<file path="config.mk">
export PLATFORM = sky130hd
export DESIGN_NAME = result_logger
export DESIGN_NICKNAME = d
export VERILOG_FILES = /design/src/rtl/result_logger.sv
export SDC_FILE = /design/constraint.sdc
export NUM_CORES = 1
export LEC_CHECK = 0
export CORE_MARGIN = 4
export CORE_UTILIZATION = 35
export CTS_BUF_LIST = sky130_fd_sc_hd__clkbuf_8
export CTS_CLUSTER_DIAMETER = 80
export DETAILED_ROUTE_END_ITERATION = 6
export GPL_TIMING_DRIVEN = 0
export HOLD_SLACK_MARGIN = 0.06
export PLACE_DENSITY_LB_ADDON = 0.1
export SYNTH_ARGS = -nofsm -noshare
export SYNTH_HDL_FRONTEND = slang
export SYNTH_SLANG_ARGS = --single-unit
</file>
<file path="constraint.sdc">
create_clock -name i_clock -period 2.53 [get_ports i_clock]
set_input_delay 0.3795 -clock i_clock [delete_from_list [all_inputs] [get_ports i_clock]]
set_output_delay 0.3795 -clock i_clock [all_outputs]
set_load 0.03 [all_outputs]
</file>
<file path="src/rtl/result_logger.sv">
// rtl/result_logger.sv - DEPTH-entry capture log for adder_mult results with registered read port
// Optional circular capture: define LOGGER_WRAP_EN.
module result_logger #(
  parameter int NB_DATA = 16,
  parameter int NB_ADDR = 5
) (
  input  logic               i_clock,
  input  logic               i_reset,
  input  logic               i_run,
  input  logic               i_valid,
  input  logic [NB_DATA-1:0] i_data,
  input  logic               i_rd_req,
  input  logic [NB_ADDR-1:0] i_rd_addr,
  output logic [NB_DATA-1:0] o_rd_data,
  output logic               o_rd_valid,
  output logic               o_busy,
  output logic               o_full,
  output logic [NB_ADDR:0]   o_count
);

  localparam int DEPTH = 1 << NB_ADDR;
  localparam logic [NB_ADDR:0] LAST_C = {1'b0, {NB_ADDR{1'b1}}};
  localparam logic [1:0] ST_IDLE = 2'd0;
  localparam logic [1:0] ST_LOG  = 2'd1;
  localparam logic [1:0] ST_DONE = 2'd2;

  logic [1:0]         state_q, state_d;
  logic [NB_ADDR-1:0] wr_ptr_q, wr_ptr_d;
  logic [NB_ADDR:0]   count_q, count_d;
  logic               full_q, full_d;
  logic [NB_DATA-1:0] rd_data_q, rd_data_d;
  logic               rd_valid_q, rd_valid_d;
  logic [NB_DATA-1:0] mem_q [DEPTH];
  logic               wr_en;
  logic [NB_ADDR-1:0] rd_phys;

  always_comb begin
    state_d    = state_q;
    wr_ptr_d   = wr_ptr_q;
    count_d    = count_q;
    full_d     = full_q;
    rd_data_d  = rd_data_q;
    rd_valid_d = 1'b0;
    wr_en      = 1'b0;
    rd_phys    = i_rd_addr;
`ifdef LOGGER_WRAP_EN
    // Once wrapped, the oldest entry sits at the write pointer.
    if (full_q) rd_phys = wr_ptr_q + i_rd_addr;
`endif
    // Read uses pre-clear count, so a read alongside i_run sees the old log.
    if (state_q != ST_LOG && i_rd_req) begin
      rd_valid_d = 1'b1;
      rd_data_d  = ({1'b0, i_rd_addr} < count_q) ? mem_q[rd_phys] : '0;
    end
    case (state_q)
      ST_LOG: begin
`ifdef LOGGER_WRAP_EN
        if (i_run) begin
          state_d = ST_DONE;
        end else if (i_valid) begin
          wr_en    = 1'b1;
          wr_ptr_d = wr_ptr_q + NB_ADDR'(1);
          if (count_q != LAST_C + (NB_ADDR+1)'(1)) count_d = count_q + (NB_ADDR+1)'(1);
          if (count_q == LAST_C) full_d = 1'b1;
        end
`else
        if (i_valid) begin
          wr_en    = 1'b1;
          wr_ptr_d = wr_ptr_q + NB_ADDR'(1);
          count_d  = count_q + (NB_ADDR+1)'(1);
          if (count_q == LAST_C) begin
            full_d  = 1'b1;
            state_d = ST_DONE;
          end
        end
`endif
      end
      default: begin
        if (i_run) begin
          state_d  = ST_LOG;
          count_d  = '0;
          wr_ptr_d = '0;
          full_d   = 1'b0;
        end
      end
    endcase
  end

  always_ff @(posedge i_clock or negedge i_reset) begin
    if (!i_reset) begin
      state_q    <= ST_IDLE;
      wr_ptr_q   <= '0;
      count_q    <= '0;
      full_q     <= 1'b0;
      rd_data_q  <= '0;
      rd_valid_q <= 1'b0;
    end else begin
      state_q    <= state_d;
      wr_ptr_q   <= wr_ptr_d;
      count_q    <= count_d;
      full_q     <= full_d;
      rd_data_q  <= rd_data_d;
      rd_valid_q <= rd_valid_d;
    end
  end

  always_ff @(posedge i_clock) begin
    if (wr_en) mem_q[wr_ptr_q] <= i_data;
  end

  assign o_rd_data  = rd_data_q;
  assign o_rd_valid = rd_valid_q;
  assign o_busy     = (state_q == ST_LOG);
  assign o_full     = full_q;
  assign o_count    = count_q;

endmodule

</file>
### Signal wires by layer, run 1

Bar = 100 um.
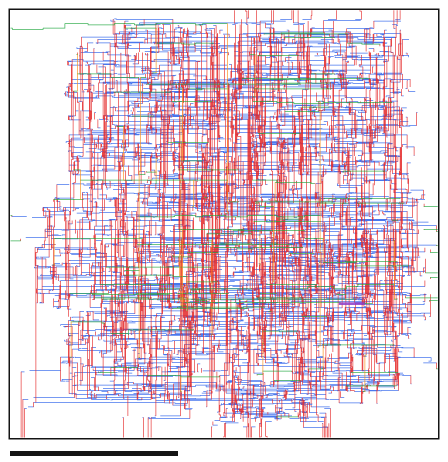
[met4] orange | wire length: 1110 um
[met3] green | wire length: 3250 um
[met2] red | wire length: 27.6 mm
[met5] purple | wire length: 13.8 um
[met1] blue | wire length: 25.7 mm
Global Route Usage Sum: 18.0%
Routed WL per cell: 27.0 um
drt total wl: 57.7 mm
via count: 11000

### Clock network drawn from the DEF, run 1

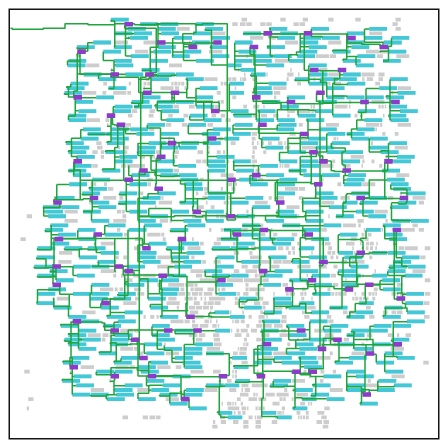
[flip-flops] cyan | count: 542
[cells driving clock nets] purple | count: 93
[clock wires] green | length: 7380 um
flops lie: all over the die
routed clock nets: 94
Clock Power Share: 35.2%
Clock Latency Late Sink: 0.66 ns
clock group total power: 7.38 mW

### Wires at chosen ports, followed through buffers, run 1

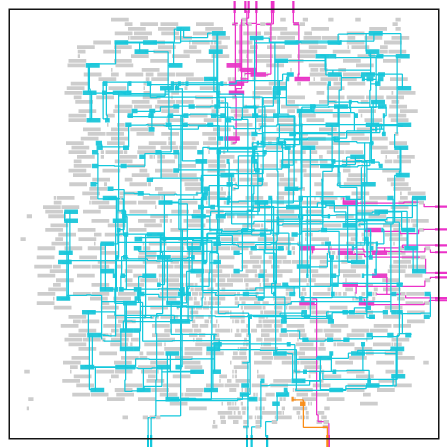
[o_rd_data] magenta | direction: output | edge: 8 east, 7 north, 1 south | end cells: 16 | buffers: 16 | wire: 899 um
[i_rd_addr] cyan | direction: input | edge: south | end cells: 310 | buffers: 51 | wire: 11900 um
[i_valid] orange | direction: input | edge: south | end cells: 2 | buffers: 1 | wire: 46.4 um
IO Pins: 51
Port Buffer Count: 50

### I/O pins on the die edge, run 1

Pins as bars across the die edge, other pins in grey.
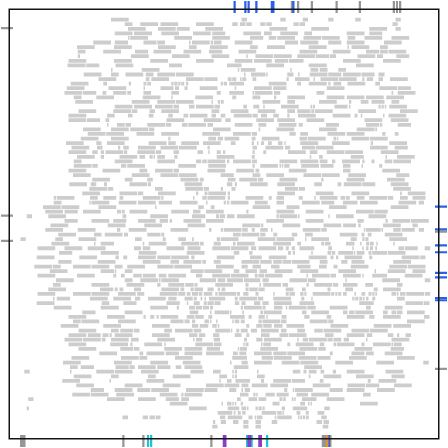
[i_rd_addr] cyan | pins: 5 | direction: input | edge: south
[o_rd_data] blue | pins: 16 | direction: output | edge: 8 east, 7 north, 1 south
[o_count] purple | pins: 6 | direction: output | edge: south
[i_valid] orange | pins: 1 | direction: input | edge: south
all pins by edge: 23 south, 15 north, 10 east, 3 west
die width: 255 um
Die Y: 255 um

## run 1: where the power goes
part | total [mW] | internal [mW] | switching, mW
Sequential | 10.6 | 10.4 | 0.231
Combinational | 2.92 | 1.09 | 1.82
Clock | 7.38 | 3.83 | 3.54
## run 1: state kept, by name (all words and copies together), names as in the netlist
| register | count |
|---|---|
| o_rd_data | 16 |
| state_q | 2 |
| mem_q | 512 |
| wr_ptr_q | 5 |
| o_count | 6 |
| o_rd_valid | 1 |
## run 1: stage by stage
step           worst slack (ns)  power [mW]  hold WS [ns]  utilization [%]
2_1_floorplan            0.0963        12.3        0.0839                -
3_3_place_gp              -1.61        13.4         0.476             37.8
3_5_place_dp              -1.25        13.6         0.183             38.8
4_1_cts                 -0.0865        21.2         0.173             42.1
5_1_grt                  0.0223        21.9         0.212             42.4
6_report                 0.0549        20.9         0.232             42.4
## run 1: area by class of cell
cell class                      count  area share [%]
Buffer                             60            1.56
Sequential cell                   542            63.2
Clock inverter                     67            1.22
Clock buffer                      103            5.55
Tap cell                          782            3.83
Inverter                           10           0.147
Multi-Input combinational cell    478            19.7
Timing Repair Buffer               94            4.75
Antenna cell                        4          0.0392
## run 1: layer usage
metal  routed length [um]  track usage, %
met5                   13               0
met2                27600            28.9
met3                 3250            3.63
met4                 1110            5.44
met1                25700            25.1
## run 1: critical path, delay by kind of cell
kind	cells	cell delay (ns)
AND/OR/NAND/NOR	1	0.09
buffers and inverters	5	1.79
AND-OR/OR-AND	3	0.77
## run 1: logic make-up after synthesis
family          after synthesis  share of synthesized area (%)
flops                       542                           75.8
mux                         179                           13.9
simple gates                173                           4.12
compound gates              112                           3.67
buf+inv                      70                           1.86
fa+ha+maj                     9                          0.529
xor+xnor                      5                          0.206
## run 1: path summary, 6_finish.rpt
path                                   start  slack, ns  depth (start not counted)            end
worst max register to register    o_count[2]       0.10                          8   o_rd_data[9]
min in group i_clock                   i_run       0.34                          2     state_q[1]
worst max-delay path            i_rd_addr[0]       0.05                          9  o_rd_data[14]
max in group asynchronous            i_reset       1.82                          3     o_count[2]
worst min register to register    state_q[0]       0.50                          1     state_q[0]
worst min-delay path                 i_reset       0.23                          3     o_count[3]
## run 1: what timing repair did
| action | in CTS | in global routing |
|---|---|---|
| endpoints found under the setup margin | 338 | 255 |
| hold buffers | 2 | 0 |
| endpoints found under the hold margin | 30 | 0 |
| resized | 42 | 35 |
| cloned | 0 | 1 |
| pin swaps | 5 | 2 |
| setup buffers | 5 | 4 |
## run 1: synth_stat cells, types with 3 or more instances
master,instances
nor2_1,44
edfxtp_1,512
a21oi_1,10
a211oi_1,25
nand3_1,10
buf_2,19
nand2_1,44
buf_4,13
o21ai_1,4
nor2b_1,22
mux4_2,92
o21ai_0,14
dfrtp_1,30
clkbuf_1,20
inv_1,10
nand4_1,3
o211ai_1,7
xnor2_1,3
nand2b_1,10
nand3b_1,3
mux2i_1,80
ha_1,9
or3_1,17
mux2_2,7
o22ai_1,23
nor3_1,3
buf_6,8
nor3b_1,8
o221ai_1,15
==> GITHUB_STEP_SUMMARY, run 1 <==
## PnR job results

| Metric | Value |
|---|---|
| Chip area | roughly 65000 sq um |
| Main synth FF type | edfxtp_1 |
| Row count | 90 |
| Final Max Tran Viols | 0 |
| Fin area | roughly 26000 sq um |
| Drt drc | 0 |
| H-tree Lvls | 3 |
| Syn avg cell area | around 20 sq um |
| RSZ-0062 raised after global routing | false |
| Peak VDD IR | 0.000365 V |
| RD Place Congestion | about 0.76 |
| Maximum root-to-sink buffer count | 3 |
| First-pass GRT wire length | approximately 83 mm |
| Critical path fanouts, max | 10 |
| HPWL Detailed | 37.8 mm |
| Clock skew | around 0.029 ns |
| Largest net degree at the start of global routing | 33 |
| CTS Buf Count | between 90 and 100 |
| DR pass1 iterations | 5 |
| Fp util | between 30% and 40% |
| Final hold viol count | 0 |
| Fraction of registers with async set/reset | under 10% |
| Layout cells sized above 1 | a little over a quarter |
| Status | complete, no violations |
| Clk pin slew, worst setup/hold paths | 0.06 ns |
| Leakage | 8.47 nW |
| Final worst-path cycle share | 97.8% |
### Placement view, run 1

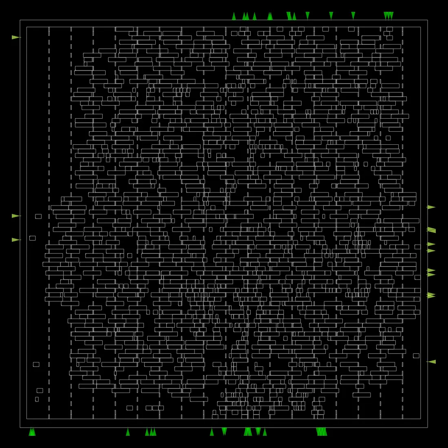

==> run 2, diff against run 1 <==
- CORE_ASPECT_RATIO: default -> 0.7
### Placement view, run 2

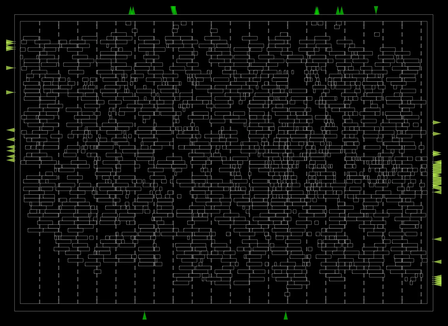
CORE AREA: 60100 sq um
fin util: 42.1%

==> run 2 against run 1 <==
  * Critical endpoint is now o_rd_data[2]
  * Sequential power hardly changed
  * Global-route usage increased by 0.082 points
  * Flip-flop count unchanged
  * Die size hardly changed
  * Via count up 0.31%
  * Non-clock buffer count is 4 lower
  * Core utilization down 0.29 points
  * Highest routed layer is now met4
  * Synthesized cell count unchanged
  * Area after synthesis unchanged
  * Clock power down 9.3%
  * Clock-buffer cell count is 16 lower
  * Largest cell class unchanged
==> GITHUB_STEP_SUMMARY, run 2 <==
## PnR job results

| Metric | Value |
|---|---|
| Most flop-heavy register | mem_q |
| RSZ-0062 raised after global routing | true |
| HPWL Detailed | 38.8 mm (+2.5%) |
| Cell family with most CP delay | buffers and inverters |
| Int Pwr | 14.7 mW (-4.1%) |
| Critical path fanouts, max | 10 (unchanged) |
| Chip area | 64900 sq um (about the same) |
| Fp util | 35.4% (+0.11 points) |
| Clk pin slew, worst setup/hold paths | 0.07 ns (about the same) |
| Bufs and invs on worst path | 5 (unchanged) |
| Main synth FF type | edfxtp_1 |
| Max FFs per register | 512 (unchanged) |
| Largest net degree at the start of global routing | 33 (unchanged) |
| Count leader, synth | edfxtp_1 |
| P_sw | 5.58 mW (-0.33%) |
| Clock skew | 0.0276 ns (-0.00114 ns) |
| Final worst setup slack | 0.0219 ns (-0.0330 ns) |
| Fin area | 25300 sq um (-1.0%) |
| Fraction of registers with async set/reset | 5.54% (unchanged) |
| Row count | 75 (-17%) |
| RD Place Congestion | 0.750 (-1.1%) |
| Ant diodes | 0 (-4) |
| Maximum root-to-sink buffer count | 3 (unchanged) |
| Status | complete, no violations |
## run 2: cell counts after synthesis
No cell type changed its count.
## run 2: final timing paths
path | startpoint | to | cells after the start | slack, ns
max | i_rd_addr[0] | o_rd_data[2] | 8 | 0.02
min reg2reg | state_q[0] | state_q[0] | 1 | 0.52
max reg2reg | o_count[3] | o_rd_data[4] | 8 | 0.05
min in group asynchronous | i_reset | o_count[1] | 2 | 0.39
max in group asynchronous | i_reset | o_rd_data[0] | 2 | 1.54
min | i_data[7] | mem_q[8][7] | 1 | 0.30
## run 2: timing repair
action	in CTS	in global routing
pin swaps	5	1
hold buffers	1	0
resized	33	35
setup endpoints to repair	265	455
cloned	0	1
hold endpoints to repair	30	0
buffers inserted	4	2
## run 2: cells by family after synthesis
kind of cell,count (synthesis),synth area share (%)
AOI/OAI and AO/OA,112,3.67
xor gates and xnor gates,5,0.206
adders and majority gates,9,0.529
buffers and inverters,70,1.86
DFF,542,75.8
muxes,179,13.9
and+or+nand+nor,173,4.12
## run 2: layer usage
layer	part of all wire [%]	global-route usage [%]	vias to the layer above
li1	-	-	4804
met1	50	28.1	5867
met2	41	24.4	322
met3	7.3	5.99	82
met4	1.9	4.24	0
met5	0	0	-
## run 2: layout make-up
type                    instances  area, sq um  area share (%)
plain buffers                  60          414            1.64
clock buffers                  87         1200            4.74
clock inverters                67          297            1.17
inverters                      10         37.5           0.149
multi-input cells             478         5020            19.9
flip-flops and latches        542        16100            63.8
well taps                     808         1010            4.00
repair buffers                 90         1180            4.65
## run 2: through the flow
stage          hold slack, ns  setup TNS [ns]  std cells
2_1_floorplan          0.0839               0       1090
3_3_place_gp            0.487         -703.68       1948
3_5_place_dp            0.497         -229.96       1980
4_1_cts                 0.278          -20.73       2139
5_1_grt                 0.276         -0.0370       2142
6_report                0.304               0       2142
## run 2: power groups by stage
stage | registers (mW) | logic (mW) | clock network, mW
after global routing | 10.7 | 3.15 | 7.34
after floorplan | 11.0 | 1.24 | 0
after detailed placement | 10.9 | 2.79 | 0
final | 10.7 | 2.93 | 6.69
after CTS | 10.7 | 2.86 | 6.91
after global placement | 10.9 | 2.56 | 0
No activity file was given, so power comes from the tool's default toggle rates.
